**src/rtl/bank_requester.sv**
```systemverilog
// Initiator side of the memory bank port: buffers core requests in a FIFO, issues them one at a
// time to the bank, and returns exactly one in-order response per request, with a read timeout.
module bank_requester #(
  parameter int ADDR_W     = 8,
  parameter int DATA_W     = 8,
  parameter int FIFO_DEPTH = 4,
  parameter int TIMEOUT    = 15
) (
  input  logic              clk,
  input  logic              reset,
  input  logic              req_valid,
  output logic              req_ready,
  input  logic              req_we,
  input  logic [ADDR_W-1:0] req_addr,
  input  logic [DATA_W-1:0] req_wdata,
  output logic              rsp_valid,
  input  logic              rsp_ready,
  output logic [DATA_W-1:0] rsp_rdata,
  output logic              rsp_err,
  output logic [ADDR_W-1:0] bank_addr,
  output logic [DATA_W-1:0] bank_data,
  output logic              bank_read_enable,
  output logic              bank_write_enable,
  input  logic [DATA_W-1:0] bank_data_out,
  input  logic              bank_valid_out,
  output logic              busy
);

  localparam int PTR_W = $clog2(FIFO_DEPTH);
  localparam int CNT_W = PTR_W + 1;
  localparam int TMR_W = $clog2(TIMEOUT + 1);

  typedef enum logic [1:0] {S_IDLE, S_ISSUE, S_WAIT, S_RESP} state_t;

  typedef struct packed {
    logic              we;
    logic [ADDR_W-1:0] addr;
    logic [DATA_W-1:0] wdata;
  } req_t;

  state_t             state, state_next;
  req_t               mem [FIFO_DEPTH];
  req_t               head;
  logic [PTR_W-1:0]   wr_ptr, rd_ptr;
  logic [CNT_W-1:0]   count;
  logic [TMR_W-1:0]   timer;
  logic               full, empty, push, pop, timed_out;
  logic [DATA_W-1:0]  rdata_q;
  logic               err_q;

  assign full      = (count == CNT_W'(FIFO_DEPTH));
  assign empty     = (count == '0);
  assign req_ready = !full;
  assign push      = req_valid && req_ready;
  // ISSUE is only entered with a non-empty FIFO, so it doubles as the pop strobe.
  assign pop       = (state == S_ISSUE);
  assign head      = mem[rd_ptr];
  assign timed_out = (timer == TMR_W'(TIMEOUT));
  assign busy      = (state != S_IDLE) || !empty;
  assign rsp_rdata = rdata_q;
  assign rsp_err   = err_q;

  // NOTE: sequential state uses non-blocking (<=) so every register samples pre-edge values.
  always_ff @(posedge clk or negedge reset) begin
    if (!reset) begin
      wr_ptr <= '0;
      rd_ptr <= '0;
      count  <= '0;
    end else begin
      if (push) wr_ptr <= wr_ptr + PTR_W'(1);
      if (pop)  rd_ptr <= rd_ptr + PTR_W'(1);
      case ({push, pop})
        2'b10:   count <= count + CNT_W'(1);
        2'b01:   count <= count - CNT_W'(1);
        default: count <= count;
      endcase
    end
  end

  // NOTE: storage has no reset; entries are only read after being written, and the pointers
  // and count (which are reset) define validity.
  always_ff @(posedge clk) begin
    if (push) mem[wr_ptr] <= '{we: req_we, addr: req_addr, wdata: req_wdata};
  end

  always_ff @(posedge clk or negedge reset) begin
    if (!reset) state <= S_IDLE;
    else        state <= state_next;
  end

  // NOTE: every combinational output gets a default first, so no path can infer a latch.
  always_comb begin
    state_next = state;
    case (state)
      S_IDLE:  if (!empty) state_next = S_ISSUE;
      S_ISSUE: state_next = head.we ? S_RESP : S_WAIT;
      S_WAIT:  if (bank_valid_out || timed_out) state_next = S_RESP;
      S_RESP:  if (rsp_ready) state_next = empty ? S_IDLE : S_ISSUE;
      default: state_next = S_IDLE;
    endcase
  end

  always_comb begin
    rsp_valid         = 1'b0;
    bank_addr         = '0;
    bank_data         = '0;
    bank_read_enable  = 1'b0;
    bank_write_enable = 1'b0;
    case (state)
      S_ISSUE: begin
        bank_addr         = head.addr;
        bank_data         = head.wdata;
        bank_read_enable  = !head.we;
        bank_write_enable = head.we;
      end
      S_RESP:  rsp_valid = 1'b1;
      default: ;
    endcase
  end

  // Timer reads 1 in the first WAIT cycle; the response registers only change when
  // a response is being formed, so they hold steady through a RESP stall.
  always_ff @(posedge clk or negedge reset) begin
    if (!reset) begin
      timer   <= '0;
      rdata_q <= '0;
      err_q   <= 1'b0;
    end else begin
      if (state_next == S_WAIT) timer <= (state == S_WAIT) ? timer + TMR_W'(1) : TMR_W'(1);
      else                      timer <= '0;
      if (state == S_ISSUE && head.we) begin
        rdata_q <= '0;
        err_q   <= 1'b0;
      end else if (state == S_WAIT) begin
        if (bank_valid_out) begin
          rdata_q <= bank_data_out;
          err_q   <= 1'b0;
        end else if (timed_out) begin
          rdata_q <= '0;
          err_q   <= 1'b1;
        end
      end
    end
  end

endmodule

```
**config.mk**
```make
export PLATFORM = sky130hd
export DESIGN_NAME = bank_requester
export DESIGN_NICKNAME = d
export VERILOG_FILES = /design/src/rtl/bank_requester.sv
export SDC_FILE = /design/constraint.sdc
export NUM_CORES = 1
export LEC_CHECK = 0
export ABC_AREA = 1
export ABC_CLOCK_PERIOD_IN_PS = 1660
export CAP_MARGIN = 20
export CELL_PAD_IN_SITES_DETAIL_PLACEMENT = 0
export CELL_PAD_IN_SITES_GLOBAL_PLACEMENT = 1
export CORE_UTILIZATION = 38
export DETAILED_ROUTE_END_ITERATION = 7
export PLACE_DENSITY = 0.84
export SLEW_MARGIN = 10
export SYNTH_ARGS = -nofsm -noshare
export SYNTH_HDL_FRONTEND = slang
export SYNTH_SLANG_ARGS = --single-unit
```
**constraint.sdc**
```tcl
create_clock -name clk -period 1.66 [get_ports clk]
set_input_delay 0.166 -clock clk [delete_from_list [all_inputs] [get_ports clk]]
set_output_delay 0.166 -clock clk [all_outputs]
set_load 0.05 [all_outputs]
```
==> run_1/layers.png <==
Scale bar: 20 um. Two of the layers only.
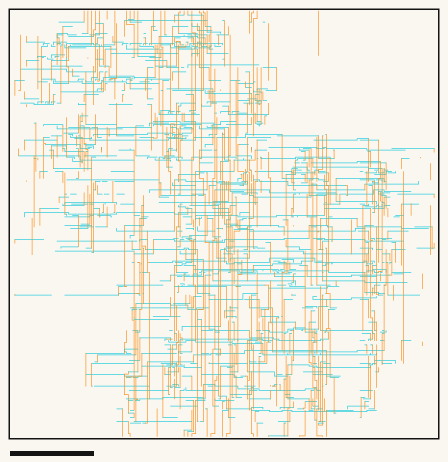
layer	colour	wire length
M1	cyan	3480 um
M2	orange	3900 um
count of vias placed by the detailed router: 2602
total length of routed wires: 7730 um

==> run_1/floorplan.png <==
Scale bar: 20 um. Pins as bars on the die edge.
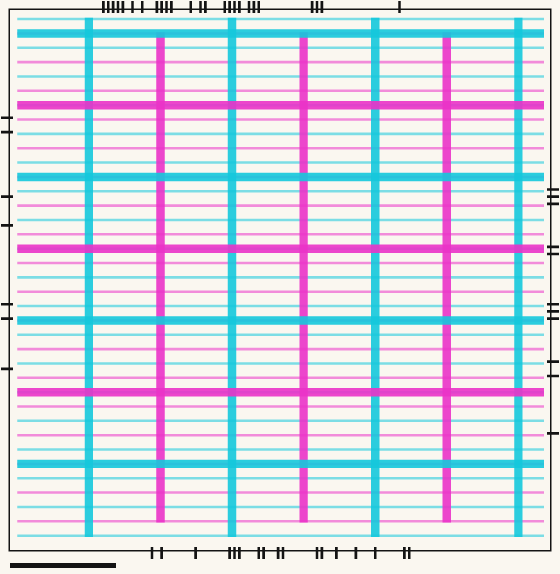
net	colour
VDD	magenta
VSS	cyan
met1 rails	37
met5 straps	7
rows	36
Placeable Area: 0.00977 mm^2
VDD IR-drop max: 1120 uV
Vert. Die Dim: 102 um
Die X: 102 um

==> flow_metrics.py, run 1 <==
# Flow results
metrics = {
    "final_layout": {
        "areaGrowthSynthToFinish_pct": 34.2,
        "seq_cell_count": 90,
        "comb_area_mm2": 0.00117,
        "layout.cells.largest_class": "sequential cells",
        "number_of_flip_flops_under_the_largest_register_name": 68,
        "diodes": 0,
        "final-clk-cell-share_pct": 3.31,
        "final_core_utilization_pct": 52.5,
        "layout.cells.most_common_list": "edfxtp_1 (68), nor2_1 (67), nand2_1 (41)",
        "layout_top_cell_excl_fill_tap": "edfxtp_1",
    },
    "final_timing": {
        "finalCritPeriodShare_pct": 108,
        "slew_viol_final": 0,
        "period_needed_ns": 1.79,
        "post-route-worst-setup-slack_ns": -0.126,
        "transition_at_the_pin_with_the_smallest_max_transition_slack_ns": 0.484,
        "worst_clock_skew_ns": 0.0111,
        "final_report_setup_violation_count": 18,
        "slew-limit-headroom_pct": 67.9,
        "worst_hold_slack_ns": 0.156,
    },
    "status": {
        "outcome": "finished with violations",
        "violated_checks": "setup timing",
    },
    "placed_design": {
        "routability_cong": 0.704,
        "place.detailed.hpwl_um": 5030,
        "preCtsSetupSlack_ns": -0.00678,
    },
    "logic_synthesis": {
        "synth_chip_area_mm2": 0.00383,
        "simple_gate_share_pct": 15.1,
        "postSynthSeqShare_pct": 67.7,
        "top_area_share_pct": 53.4,
        "asyncSetResetFlopFracSynth_pct": 24.4,
        "postSynth.topFlopCell": "edfxtp_1",
        "edff_count_synth": 68,
        "most_common_cell_in_the_netlist": "nor2_1",
        "logic_family": "simple AND/OR/NAND/NOR gates",
        "synth.largest_area_cell": "edfxtp_1",
        "syn_inst": 347,
        "ys_types": 28,
    },
    "power_and_ir_drop": {
        "maxPowerGroup": "combinational cells",
        "p_sw_mw": 4.26,
        "pg_clk_mw": 1.32,
        "power_mw": 9.73,
        "share_clk_of_total_power_pct": 13.6,
        "power.static_leakage_nw": 2.05,
    },
    "routing": {
        "drt-initial-drc-count": 131,
        "post_drt_wl_per_cell_um": 13.6,
        "drc_errors": 0,
        "viasPerCell": 4.59,
    },
    "critical_path": {
        "worst_setup_path_start_kind": "flop",
        "cp_slowest_stage_delay_ns": 0.47,
        "path_delay_family": "flip-flops",
        "setup.reg_to_reg.worst_slack_ns": 0.01,
        "regToRegEndpoint": "count[2]",
        "setup.worst_path.end": "bank_addr[7]",
        "path_depth": 6,
        "critPathCaptureType": "primary output",
        "critPathBufInv": 2,
    },
    "clock_network": {
        "cts_tree": "yes",
        "clock_tree.htree_level_count": 3,
        "clkSlewWorstSetupHoldPaths_ns": 0.09,
        "ctsResizeCount": 46,
    },
    "floorplanning": {
        "floorplan.initialDensity_pct": 39.2,
        "pin_count": 60,
        "n_tap_cell": 133,
    },
    "global_route": {
        "grt-ovfl-total": 0,
        "grt_antenna_before_repair": 0,
        "grt_max_degree": 23,
    },
}
==> run_1/m3.png <==
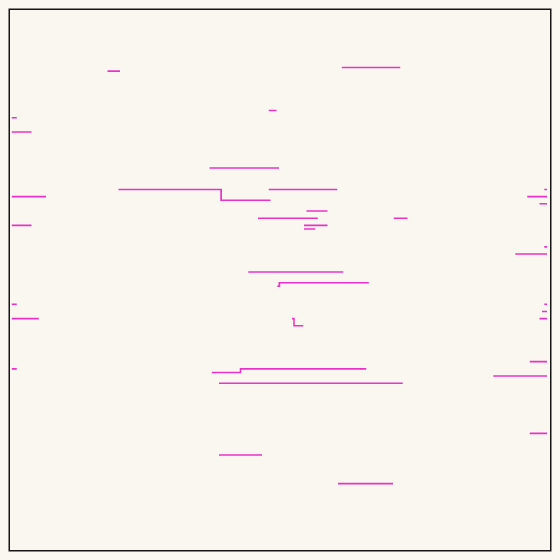
longest straight run	34.5 um
nets with wire on the layer	30
share of all routed wire	3.4%
main direction	horizontal
wire length on this layer	263 um
met3 GRT Util: 3.49%

==> run 2: changes to the inputs <==
--- a/config.mk
+++ b/config.mk
@@ -11,6 +11,7 @@
 export CELL_PAD_IN_SITES_DETAIL_PLACEMENT = 0
 export CELL_PAD_IN_SITES_GLOBAL_PLACEMENT = 1
 export CORE_UTILIZATION = 38
+export CTS_CLUSTER_DIAMETER = 120
 export DETAILED_ROUTE_END_ITERATION = 7
 export PLACE_DENSITY = 0.84
 export SLEW_MARGIN = 10
==> run_2/floorplan.png <==
Scale bar: 20 um. Pins as bars on the die edge.
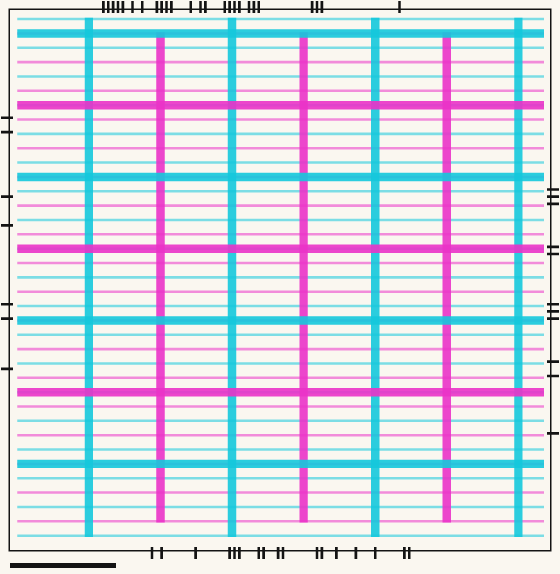

==> flow_metrics.py, run 2 <==
# Flow results
metrics = {
    "power_and_ir_drop": {
        "switching_share_pct": 43.7,
        "vdd.ir_drop.worst_uv": 1120,
        "p_sw_mw": 4.26,
        "maxPowerGroup": "combinational cells",
        "power.static_leakage_nw": 2.05,
        "power_mw": 9.73,
        "p_comb_mw": 5.14,
    },
    "floorplanning": {
        "pin_count": 60,
        "n_tap_cell": 133,
        "floorplan.die.height_um": 102,
        "floorplan.die.width_um": 102,
        "coreArea_mm2": 0.00977,
        "floorplan.initialDensity_pct": 39.2,
    },
    "critical_path": {
        "worstSetupPathType": "flop to primary output",
        "path_depth": 6,
        "cp_slowest_stage_delay_ns": 0.47,
        "setup.worst_path.end": "bank_addr[7]",
        "path_delay_family": "flip-flops",
        "critPathCaptureType": "primary output",
        "worst_setup_path_start_kind": "flop",
        "critPathBufInv": 2,
        "setup.reg_to_reg.worst_slack_ns": 0.01,
    },
    "final_layout": {
        "layout.cells.largest_class": "sequential cells",
        "diodes": 0,
        "layout_top_cell_excl_fill_tap": "edfxtp_1",
        "comb_area_mm2": 0.00117,
        "final_core_utilization_pct": 52.5,
        "areaGrowthSynthToFinish_pct": 34.2,
        "final-clk-cell-share_pct": 3.31,
    },
    "global_route": {
        "grt_first_pass_wirelength_um": 12400,
        "grt_antenna_before_repair": 0,
        "grt_use_met3_pct": 3.49,
        "grt_max_degree": 23,
    },
    "routing": {
        "drc_errors": 0,
        "route.final.wire_length_um": 7730,
        "drt_pre_antenna_iters": 4,
        "drt-initial-drc-count": 131,
        "detail-route-antenna-nets": 0,
        "route.vias.total": 2602,
        "viasPerCell": 4.59,
    },
    "clock_network": {
        "ctsResizeCount": 46,
        "cts_tree": "yes",
        "clock_tree.htree_level_count": 3,
        "clkSlewWorstSetupHoldPaths_ns": 0.09,
    },
    "logic_synthesis": {
        "syn_inst": 347,
        "logic_family": "simple AND/OR/NAND/NOR gates",
        "top_area_share_pct": 53.4,
        "most_common_cell_in_the_netlist": "nor2_1",
        "postSynth.topFlopCell": "edfxtp_1",
        "ys_types": 28,
        "postSynthSeqShare_pct": 67.7,
        "yosys.area_share.xor_xnor_pct": 1.14,
        "synth.largest_area_cell": "edfxtp_1",
        "simple_gate_share_pct": 15.1,
        "edff_count_synth": 68,
        "synth_chip_area_mm2": 0.00383,
        "asyncSetResetFlopFracSynth_pct": 24.4,
    },
    "final_timing": {
        "finalCritPeriodShare_pct": 108,
        "period_needed_ns": 1.79,
        "slew_viol_final": 0,
        "transition_at_the_pin_with_the_smallest_max_transition_slack_ns": 0.484,
        "final_report_setup_violation_count": 18,
        "post-route-worst-setup-slack_ns": -0.126,
        "slew-limit-headroom_pct": 67.9,
        "worst_hold_slack_ns": 0.156,
    },
    "placed_design": {
        "routability_cong": 0.704,
        "preCtsSetupSlack_ns": -0.00678,
        "place.detailed.hpwl_um": 5030,
    },
    "status": {
        "outcome": "finished with violations",
        "violated_checks": "setup timing",
    },
}
==> run_2/clock_nets.png <==
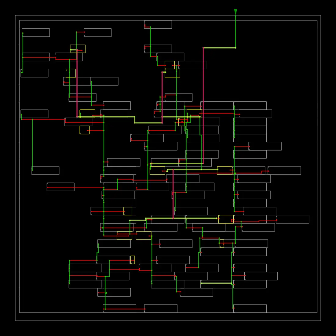
power in the clock group: 1.32 mW
clk_lat worst skew: 0.36 ns
number of clock buffers in the layout: 11
total CTS buffers: 9
worst clock skew: 0.0111 ns

Power figures rest on the tool's default switching activity, not on a simulated workload.
